==> config.mk <==
export PLATFORM = sky130hd
export DESIGN_NAME = riscv_mem_ctrl
export DESIGN_NICKNAME = d
export VERILOG_FILES = /design/src/rtl/riscv_mem_ctrl_pkg.sv /design/src/rtl/riscv_mem_lane.sv /design/src/rtl/riscv_mem_ctrl.sv
export VERILOG_INCLUDE_DIRS = /design/src /design/src/rtl
export SDC_FILE = /design/constraint.sdc
export NUM_CORES = 1
export LEC_CHECK = 0
export ABC_AREA = 1
export CAP_MARGIN = 20
export CORE_AREA = 2 2 114 116
export CTS_CLUSTER_SIZE = 25
export DETAILED_ROUTE_END_ITERATION = 6
export DIE_AREA = 0 0 116 118
export PLACE_DENSITY = 0.88
export SKIP_CTS_REPAIR_TIMING = 1
export SYNTH_ARGS = -nofsm -noshare
export SYNTH_HDL_FRONTEND = slang
export SYNTH_SLANG_ARGS = --single-unit
==> constraint.sdc <==
create_clock -name clk -period 3.3 [get_ports clk]
set_input_delay 0.495 -clock clk [delete_from_list [all_inputs] [get_ports clk]]
set_output_delay 0.495 -clock clk [all_outputs]
set_load 0.02 [all_outputs]
flops_by_reg.png
Scale bar: 20 um. Other sequential cells in the stronger grey, the rest of the logic in the fainter grey.
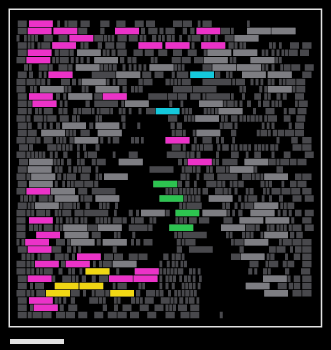
addr_q -> magenta  # sequential cells 32
mem_wb_rsd -> yellow  # sequential cells 5, where bottom left
state_q -> cyan  # sequential cells 2
op_q -> green  # sequential cells 4
end-of-flow core utilization: 66.1%
proportion of cell area occupied by registers: 32.7%
power attributed to sequential cells: 1.56 mW
register area: 0.00268 mm^2

layer_met3.png
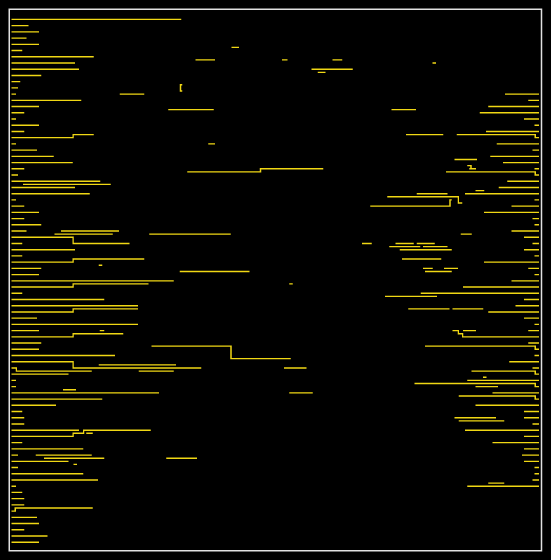
nets with wire on the layer = 186
main direction = horizontal
longest straight run = 36.8 um
wire length on this layer = 1,800 um
share of all routed wire = 10%
GRT met3 Usage: 8.24%
total number of vias: 5,733
WL final: 17.5 mm

logic_types.png
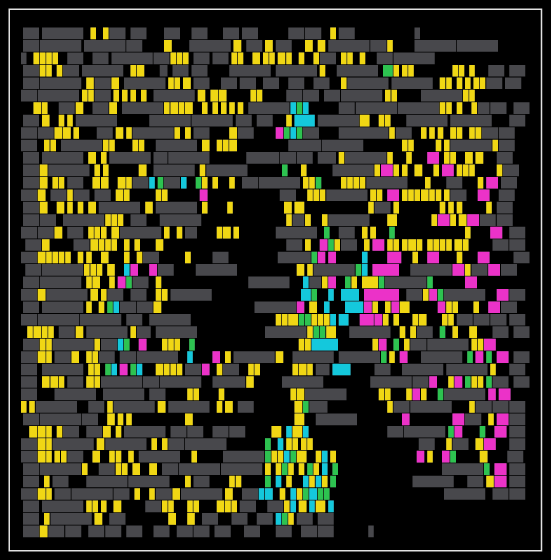
nand cells -> yellow  # cells 457, most used nand2_1, where spread over the die
inv cells -> green  # cells 53, most used inv_1
nor cells -> cyan  # cells 41, most used nor2_1
aoi and oai cells -> magenta  # cells 60, most used o211ai_1
multi-input combinational area share: 30.4%
count of non-filler cells in the finished layout: 1,136
most numerous logic cell after layout: sky130_fd_sc_hd__nand2_1

congestion.png
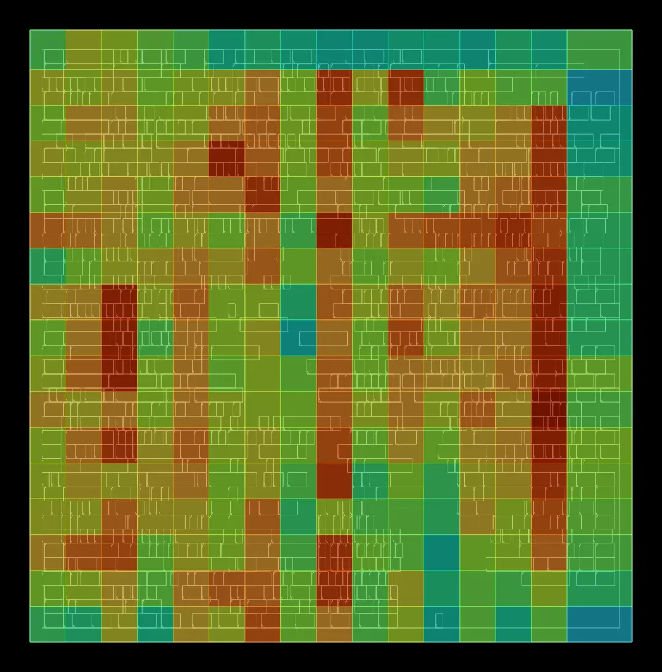
GR Util met1: 33.1%
GRT Overall Usage: 26.0%
average detailed-routed wire length per instance: 15.4 um

layer_met2.png
Scale bar: 20 um.
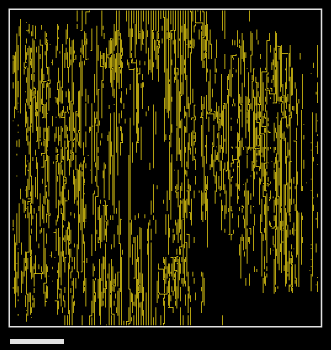
share of all routed wire = 48%
wire length on this layer = 8,440 um
met2 capacity usage during global routing: 42.5%

==> results.txt <==
impl run done, here's what came out: outcome finished clean, global route total overflow 0, worst hold slack ~0.18 ns, detailed placer's ending HPWL between 10 and 15 mm, sequential element share of the synthesized area around 46%, share of the synthesized area in the top cell type 45.7%, cell area after synthesis slightly below 0.006 mm^2, number of vias per cell 5.05, fill cell total of the finished layout between 1,000 and 1,500, final critical path time including I/O delays and setup 3.06 ns, total number of clock tree sinks approximately 110, Detailed Route Iter0 Violations around 490, starting density of the core approximately 47%, final-layout setup total negative slack 0 ns, Critical Path Slowest Stage Cell sky130_fd_sc_hd__clkdlybuf4s50_1, worst max-slew margin expressed relative to the limit between 40% and 50%, layout cell share with drive strength beyond 1 4.88%, residual antenna-violating net count after detailed routing 0, setup slack, reg-to-reg 1.03 ns, most used standard cell by instance count after synthesis sky130_fd_sc_hd__nand2_1, # Cells Yosys 791, pins over their slew limit 0, summed standard-cell area reported by yosys 0.00585 mm^2, crit share post-route 92.7%, worst setup path category flip-flop to primary output, Insertion Delay late pin 0.34 ns, Critical Path Start Type flip-flop, post-route cell area 0.00820 mm^2, H-Tree Level Count 3, instance area after placement just under 0.008 mm^2, via count of the first global-routing pass 5,503, buffer cell driving the clock tree root sky130_fd_sc_hd__clkbuf_16, number of library cell types mapped by synthesis 27, I/O pin total ~220, count of unresolved DRC violations after routing 0, power density of the placed cells roughly 400 mW/mm^2, buffers added on ports roughly 220, family with the most delay on the worst path AND-OR/OR-AND gates, maximum clock frequency approximately 330 MHz, area growth from synthesis to layout 40.1%, setup repair after global routing missed its margin no, number of antenna repair diodes 0, Yosys top cell by area sky130_fd_sc_hd__dfrtp_1, die area between 0.01 and 0.015 mm^2, global-route wire length before repair ~28 mm, post-synthesis cell count 791, initial antenna violation count 0, crit path capture type primary output, total instance count after detailed placement 1,120, Maximum Capacitance Violations 0, ranking of synthesized cells by area sky130_fd_sc_hd__dfrtp_1, sky130_fd_sc_hd__nand2_1, sky130_fd_sc_hd__nand3_1, sky130_fd_sc_hd__buf_4, sky130_fd_sc_hd__o211ai_1, number of nets in the layout between 1,000 and 1,500, die height around 120 um, Main synth FF type sky130_fd_sc_hd__dfrtp_1, number of synthesis warnings 0, clock tree from TritonCTS done, area of combinational cells with multiple inputs 0.00249 mm^2, Clock transition at path regs 0.08 ns, largest voltage drop on the vdd net between 0.3 and 0.4 mV, Worst Reg2Reg Path Length in Cells 9, worst path required time 2.80 ns, total power between 3 and 4 mW, busiest metal layer after global routing met2, Clock Skew roughly 0.0079 ns, ranking of synthesized cells by instance count sky130_fd_sc_hd__nand2_1, sky130_fd_sc_hd__dfrtp_1, sky130_fd_sc_hd__nand3_1, number of buffers and inverters on the critical path 2, count of TritonRoute iterations in the first routing pass 5, floorplan core area between 0.01 and 0.015 mm^2, final count of hold timing violations 0, # rows roughly 40, Crit path arrival time ~2.6 ns, post-synth tally of flip-flops with integrated enable 0, path length in cells of the critical path 6, stage delay of the slowest cell on the critical path between 0.5 and 0.6 ns, buffer levels on the longest clock path 2, Die Wd approximately 120 um, largest fanout of any net on the critical path 24, average size of a mapped cell approximately 7.4 um^2, TritonCTS buffer count 9, Setup Viol. Count Final 0, transition time at the pin with the least slew margin roughly 0.8 ns, OpenROAD warning count 26, Static Leakage 4.04 nW, cells along the critical path inv_2, nand2_1, o21ai_1, o211ai_4, o211ai_1, clkdlybuf4s50_1, async set or reset register ratio after synthesis 100%, maximum number of pins on one net before global-route repair about 74, RD Place Congestion 0.920, Worst Hold Class input pin to async pin
metrics by stage:
step	utilization, %	setup slack [ns]
global placement	63.4	0.502
finish	66.1	0.242
global route	66.1	0.0178
detailed placement	63.4	0.382
CTS	65.9	0.00773
floorplan	-	1.33
area by class of cell:
type | count | share of cell area, %
inverter | 53 | 2.46
clock inverter | 7 | 1.02
timing repair buffer | 227 | 28.1
sequential | 107 | 32.7
clock buffer | 9 | 2.75
tap | 172 | 2.62
multi-input combinational | 561 | 30.4
logic make-up (layout without fill, tap and decap cells):
family	Yosys count	after routing	share of synthesized area, %
buf+inv	125	296	12.4
compound gates	60	60	6.50
other cells	1	3	0.0641
simple gates	498	498	35.3
flops	107	107	45.7
where the power goes:
| group | internal [mW] | total (mW) | switching [mW] |
|---|---|---|---|
| clock network | 0.604 | 1.12 | 0.512 |
| logic | 0.323 | 0.654 | 0.331 |
| registers | 1.46 | 1.56 | 0.105 |
| total | 2.39 | 3.34 | 0.948 |
placed cells by master, fill, tap and decap left out, types with 8 or more instances in the layout:
master,count
sky130_fd_sc_hd__inv_1,49
sky130_fd_sc_hd__nand3_1,103
sky130_fd_sc_hd__o21ai_1,14
sky130_fd_sc_hd__clkbuf_16,9
sky130_fd_sc_hd__o211ai_1,26
sky130_fd_sc_hd__o21ai_0,13
sky130_fd_sc_hd__dfrtp_1,107
sky130_fd_sc_hd__nand2_2,8
sky130_fd_sc_hd__nor2_1,32
sky130_fd_sc_hd__nand2_1,342
sky130_fd_sc_hd__clkdlybuf4s50_1,219
layer usage:
metal | vias to the layer above | share of wire [%]
met4 | 0 | 1.7
met3 | 21 | 10
met5 | - | 0
met1 | 2646 | 40
li1 | 2813 | -
met2 | 253 | 48
worst register-to-register path: stages (launching register included):
cell and delay, ns:
sky130_fd_sc_hd__dfrtp_1 0.38, sky130_fd_sc_hd__inv_1 0.14, sky130_fd_sc_hd__nand2_1 0.15, sky130_fd_sc_hd__nor2_4 0.22, sky130_fd_sc_hd__inv_2 0.17, sky130_fd_sc_hd__nand3_2 0.15
sky130_fd_sc_hd__nand2_2 0.27, sky130_fd_sc_hd__inv_4 0.45, sky130_fd_sc_hd__nand2_1 0.16, sky130_fd_sc_hd__o21ai_1 0.12
Power and IR drop assume default switching activity.
